wire_density.png
Drawn at 6 px/um. The die is cut into 12 by 12 equal tiles; dark purple is low, yellow is high, scaled to the fullest tile. Values are wire area over tile area, all layers added.
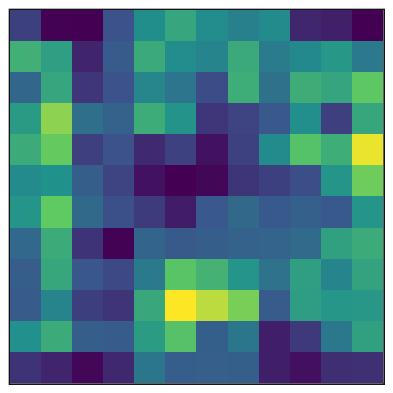
met3.png
Drawn at 4 px/um. Cells faint in the background.
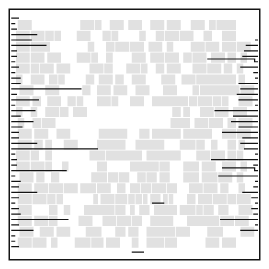
### config.mk
export PLATFORM = sky130hd
export DESIGN_NAME = phy_tx_arbiter
export DESIGN_NICKNAME = d
export VERILOG_FILES = /design/src/rtl/phy_pkg.sv /design/src/rtl/phy_tx_arbiter.sv
export SDC_FILE = /design/constraint.sdc
export NUM_CORES = 1
export LEC_CHECK = 0
export CAP_MARGIN = 10
export CORE_UTILIZATION = 24
export DETAILED_ROUTE_END_ITERATION = 8
export GPL_ROUTABILITY_DRIVEN = 0
export PLACE_DENSITY = 0.82
export SLEW_MARGIN = 0
export SYNTH_ARGS = -nofsm -noshare
export SYNTH_HDL_FRONTEND = slang
export SYNTH_SLANG_ARGS = --single-unit
### constraint.sdc
create_clock -name i_clk -period 1.4 [get_ports i_clk]
set_input_delay 0.28 -clock i_clk [delete_from_list [all_inputs] [get_ports i_clk]]
set_output_delay 0.28 -clock i_clk [all_outputs]
set_load 0.01 [all_outputs]
### src/rtl/phy_pkg.sv
// phy_pkg
//   Shared definitions for the PHY-side stream schedulers.
//   - AXI-stream width constants for the phy_module user port.
//   - Arbiter state encoding.
//   - rr_pick: round-robin winner selection, sized for up to RR_MAX_SRC
//     requesters so TX and RX schedulers can share one implementation.
package phy_pkg;

  localparam int AXI_DATA_WIDTH = 32;
  localparam int AXI_KEEP_WIDTH = 4;
  localparam int RR_MAX_SRC     = 8;

  typedef enum logic {
    ST_IDLE = 1'b0,
    ST_XFER = 1'b1
  } arb_state_t;

  // Returns a one-hot winner among the lowest n request bits, scanning
  // last+1, last+2, ... modulo n. Returns zero when nothing requests.
  // Callers must pass 1 <= n <= RR_MAX_SRC.
  function automatic logic [RR_MAX_SRC-1:0] rr_pick(
    input logic [RR_MAX_SRC-1:0] req,
    input logic [2:0]            last,
    input int unsigned           n
  );
    logic [RR_MAX_SRC-1:0] win;
    logic [2:0]            idx;
    win = '0;
    for (int unsigned i = 1; i <= RR_MAX_SRC; i++) begin
      idx = 3'((32'(last) + i) % n);
      if ((i <= n) && (win == '0) && req[idx]) begin
        win[idx] = 1'b1;
      end
    end
    return win;
  endfunction

endpackage

### src/rtl/phy_tx_arbiter.sv
// phy_tx_arbiter
//   Shares one phy_module TX AXI-stream slave port among P_NUM_SRC
//   packet sources. Round-robin grants change only at packet boundaries,
//   and new grants wait for i_link_up. One instance per lane, clocked by
//   the GT TX user clock.
//
// Ports
//   i_clk, i_rst          GT TX user clock, synchronous active-high reset
//   i_link_up             GT TX done (synchronous); gates new grants only
//   i_s_valid/data/keep/last, o_s_ready
//                         per-source AXI-stream slave ports, source k at
//                         slice k of each packed bus
//   o_m_valid/data/keep/last, i_m_ready
//                         AXI-stream master toward phy i_axi_s_*
//   o_grant               one-hot current grant, zero when idle
//   o_busy                high while a packet is in flight
//
// state   | meaning
// --------+-------------------------------------------------------------
// ST_IDLE | no grant; arbitrate when link is up and any source is valid
// ST_XFER | one source owns the master port until its last beat moves
module phy_tx_arbiter
  import phy_pkg::*;
#(
  parameter int P_NUM_SRC    = 2,
  parameter int P_DATA_WIDTH = AXI_DATA_WIDTH,
  parameter int P_KEEP_WIDTH = AXI_KEEP_WIDTH
) (
  input  logic                              i_clk,
  input  logic                              i_rst,
  input  logic                              i_link_up,
  input  logic [P_NUM_SRC-1:0]              i_s_valid,
  input  logic [P_NUM_SRC*P_DATA_WIDTH-1:0] i_s_data,
  input  logic [P_NUM_SRC*P_KEEP_WIDTH-1:0] i_s_keep,
  input  logic [P_NUM_SRC-1:0]              i_s_last,
  output logic [P_NUM_SRC-1:0]              o_s_ready,
  output logic                              o_m_valid,
  output logic [P_DATA_WIDTH-1:0]           o_m_data,
  output logic [P_KEEP_WIDTH-1:0]           o_m_keep,
  output logic                              o_m_last,
  input  logic                              i_m_ready,
  output logic [P_NUM_SRC-1:0]              o_grant,
  output logic                              o_busy
);

  localparam int IDX_W = $clog2(P_NUM_SRC);

  arb_state_t           state_q, state_d;
  logic [P_NUM_SRC-1:0] grant_q, grant_d;
  // r_last doubles as the granted index while in ST_XFER, since the
  // winner is written to both on the same edge.
  logic [IDX_W-1:0]     r_last_q, r_last_d;
  logic [P_NUM_SRC-1:0] pick;
  logic [IDX_W-1:0]     pick_idx;

  assign pick = P_NUM_SRC'(rr_pick(RR_MAX_SRC'(i_s_valid), 3'(r_last_q), P_NUM_SRC));

  always_comb begin
    pick_idx = '0;
    for (int i = 0; i < P_NUM_SRC; i++) begin
      if (pick[i]) begin
        pick_idx = IDX_W'(i);
      end
    end
  end

  // Master-side mux and ready steering; everything is zero outside XFER.
  always_comb begin
    o_m_valid = 1'b0;
    o_m_data  = '0;
    o_m_keep  = '0;
    o_m_last  = 1'b0;
    o_s_ready = '0;
    if (state_q == ST_XFER) begin
      o_m_valid           = i_s_valid[r_last_q];
      o_m_data            = i_s_data[r_last_q*P_DATA_WIDTH +: P_DATA_WIDTH];
      o_m_keep            = i_s_keep[r_last_q*P_KEEP_WIDTH +: P_KEEP_WIDTH];
      o_m_last            = i_s_last[r_last_q];
      o_s_ready[r_last_q] = i_m_ready;
    end
  end

  always_comb begin
    state_d  = state_q;
    grant_d  = grant_q;
    r_last_d = r_last_q;
    case (state_q)
      ST_IDLE: begin
        if (i_link_up && (|i_s_valid)) begin
          state_d  = ST_XFER;
          grant_d  = pick;
          r_last_d = pick_idx;
        end
      end
      ST_XFER: begin
        // Link loss does not abort a packet; only the last beat ends it.
        if (o_m_valid && i_m_ready && o_m_last) begin
          state_d = ST_IDLE;
          grant_d = '0;
        end
      end
      default: begin
        state_d = ST_IDLE;
        grant_d = '0;
      end
    endcase
  end

  always_ff @(posedge i_clk) begin
    if (i_rst) begin
      state_q  <= ST_IDLE;
      grant_q  <= '0;
      r_last_q <= IDX_W'(P_NUM_SRC - 1);
    end else begin
      state_q  <= state_d;
      grant_q  <= grant_d;
      r_last_q <= r_last_d;
    end
  end

  assign o_grant = grant_q;
  assign o_busy  = (state_q == ST_XFER);

endmodule

==> run notes <==
Latest figures from synthesis and place and route.

The flow ran to the end, but the final reports show violations. The final reports fail on setup timing. The site row count is 21.

The first global-routing pass estimated 5800 um of wire. Per the OpenROAD floorplan log, the area of the core is 3420 um2. The endpoint kind of the worst setup timing path is an output port. The length of routed met3 wiring is 315 um. The max-slew check reports its worst relative slack as 0.796. The termination of the worst setup path is o_m_last. The final tally of max-slew violations is 0. The worst-case clock buffer depth is 2. The met1 global-route usage is 0.210. The number of placed instances, taps included is 279. Buffers placed on the I/O ports in this run total 122. The final critical-path setup slack is -226 ps. The total tool warning count is 28.

The netlist area before placement is 871 um2. The count of boundary I/O pins is 123. The final timing report derives a shortest allowable period of 1630 ps. Detailed routing inserted a total of 1,325 vias. TritonRoute reported its final design rule violation total as 0. The final setup violation count is 41. The worst register-to-register path ends at o_grant[0].

Across every metal layer, demand over resource in global routing totals 0.182. For this run, the script counts the antenna cells in the layout as 0. The cell area power density is 443 nW/um2. Routing resource usage on met2 recorded by global route was 0.338. The register bit total from synthesis is 4. TritonCTS built the clock tree. Relative to the synthesized area, the layout overhead comes to 169%.
## Picture notes: wire_density.png
emptiest ninth of the die = center
nearly empty tiles = 4.9%
mean over tiles = 0.15

## Picture notes: met3.png
wire length on this layer = 316 um
main direction = horizontal
nets with wire on the layer = 81

-- power breakdown --
group / leakage, nW / switching [mW] / internal, mW
clock network: 0.0138 / 0.0485 / 0.0960
registers: 0.0330 / 0.00819 / 0.123
logic: 1.19 / 0.265 / 0.495
total: 1.24 / 0.322 / 0.715
-- final cells by class --
type | instances | area, um2 | share of cell area
well taps | 46 | 57.6 | 0.0246
repair buffers | 146 | 1350 | 0.576
inverters | 2 | 7.51 | 0.00321
flip-flops and latches | 4 | 83.8 | 0.0358
clock buffers | 3 | 22.5 | 0.00963
multi-input cells | 94 | 821 | 0.351
-- logic make-up (layout without fill, tap and decap cells) --
kind of cell	Yosys count	count (layout)	share of synthesized area
mux	38	38	0.437
compound gates	7	7	0.0603
buf+inv	11	151	0.0618
flops	4	4	0.0920
simple gates	49	49	0.349
-- per-stage QoR --
stage                     hold slack, ps  TNS [ps]  worst slack [ps]  area [um2]  power (mW)
after detailed placement             450    -14200              -446        2210       0.831
final                                486     -4700              -226        2340        1.04
after global routing                 516     -7460              -268        2340        1.11
after CTS                            474     -5320              -226        2250        1.01
after global placement               452    -13800              -430        2210       0.828
after floorplan                      349         0               159         871       0.395
-- what timing repair did --
action                     in CTS  in global routing
pin swaps                       3                  4
resized                       179                 15
setup buffers                  11                  2
setup endpoints to repair      43                 44
cloned                          3                  1
-- flip-flops by register name, summed over array words and instances, names as in the netlist --
| signal | flops |
|---|---|
| o_grant | 2 |
| o_busy | 1 |
| r_last_q | 1 |
-- critical path, stage by stage (launching register included) --
cell and delay [ps]:
sky130_fd_sc_hd__dfxtp_4 370, sky130_fd_sc_hd__buf_6 100, sky130_fd_sc_hd__buf_6 100, sky130_fd_sc_hd__mux2i_4 210, sky130_fd_sc_hd__and2b_1 200, sky130_fd_sc_hd__buf_2 130
-- cell usage after synthesis --
| master | count | area, um2 |
|---|---|---|
| sky130_fd_sc_hd__nor2b_1 | 38 | 238 |
| sky130_fd_sc_hd__nor4bb_1 | 1 | 10.0 |
| sky130_fd_sc_hd__o31ai_1 | 1 | 7.51 |
| sky130_fd_sc_hd__o21ai_0 | 1 | 5.00 |
| sky130_fd_sc_hd__clkbuf_1 | 4 | 15.0 |
| sky130_fd_sc_hd__dfxtp_1 | 4 | 80.1 |
| sky130_fd_sc_hd__mux2i_1 | 38 | 380 |
| sky130_fd_sc_hd__buf_6 | 1 | 11.3 |
| sky130_fd_sc_hd__nand3b_1 | 1 | 7.51 |
| sky130_fd_sc_hd__nor3b_1 | 1 | 7.51 |
| sky130_fd_sc_hd__and3_1 | 1 | 6.26 |
| sky130_fd_sc_hd__a221o_1 | 1 | 10.0 |
| sky130_fd_sc_hd__and2b_1 | 2 | 15.0 |
| sky130_fd_sc_hd__buf_2 | 4 | 20.0 |
| sky130_fd_sc_hd__nor2_1 | 1 | 3.75 |
| sky130_fd_sc_hd__nand3_1 | 1 | 5.00 |
| sky130_fd_sc_hd__o21a_1 | 1 | 7.51 |
| sky130_fd_sc_hd__nand2_1 | 3 | 11.3 |
| sky130_fd_sc_hd__o41ai_1 | 2 | 17.5 |
| sky130_fd_sc_hd__a21oi_1 | 1 | 5.00 |
| sky130_fd_sc_hd__inv_1 | 2 | 7.51 |
No activity file was given, so power comes from the tool's default toggle rates.
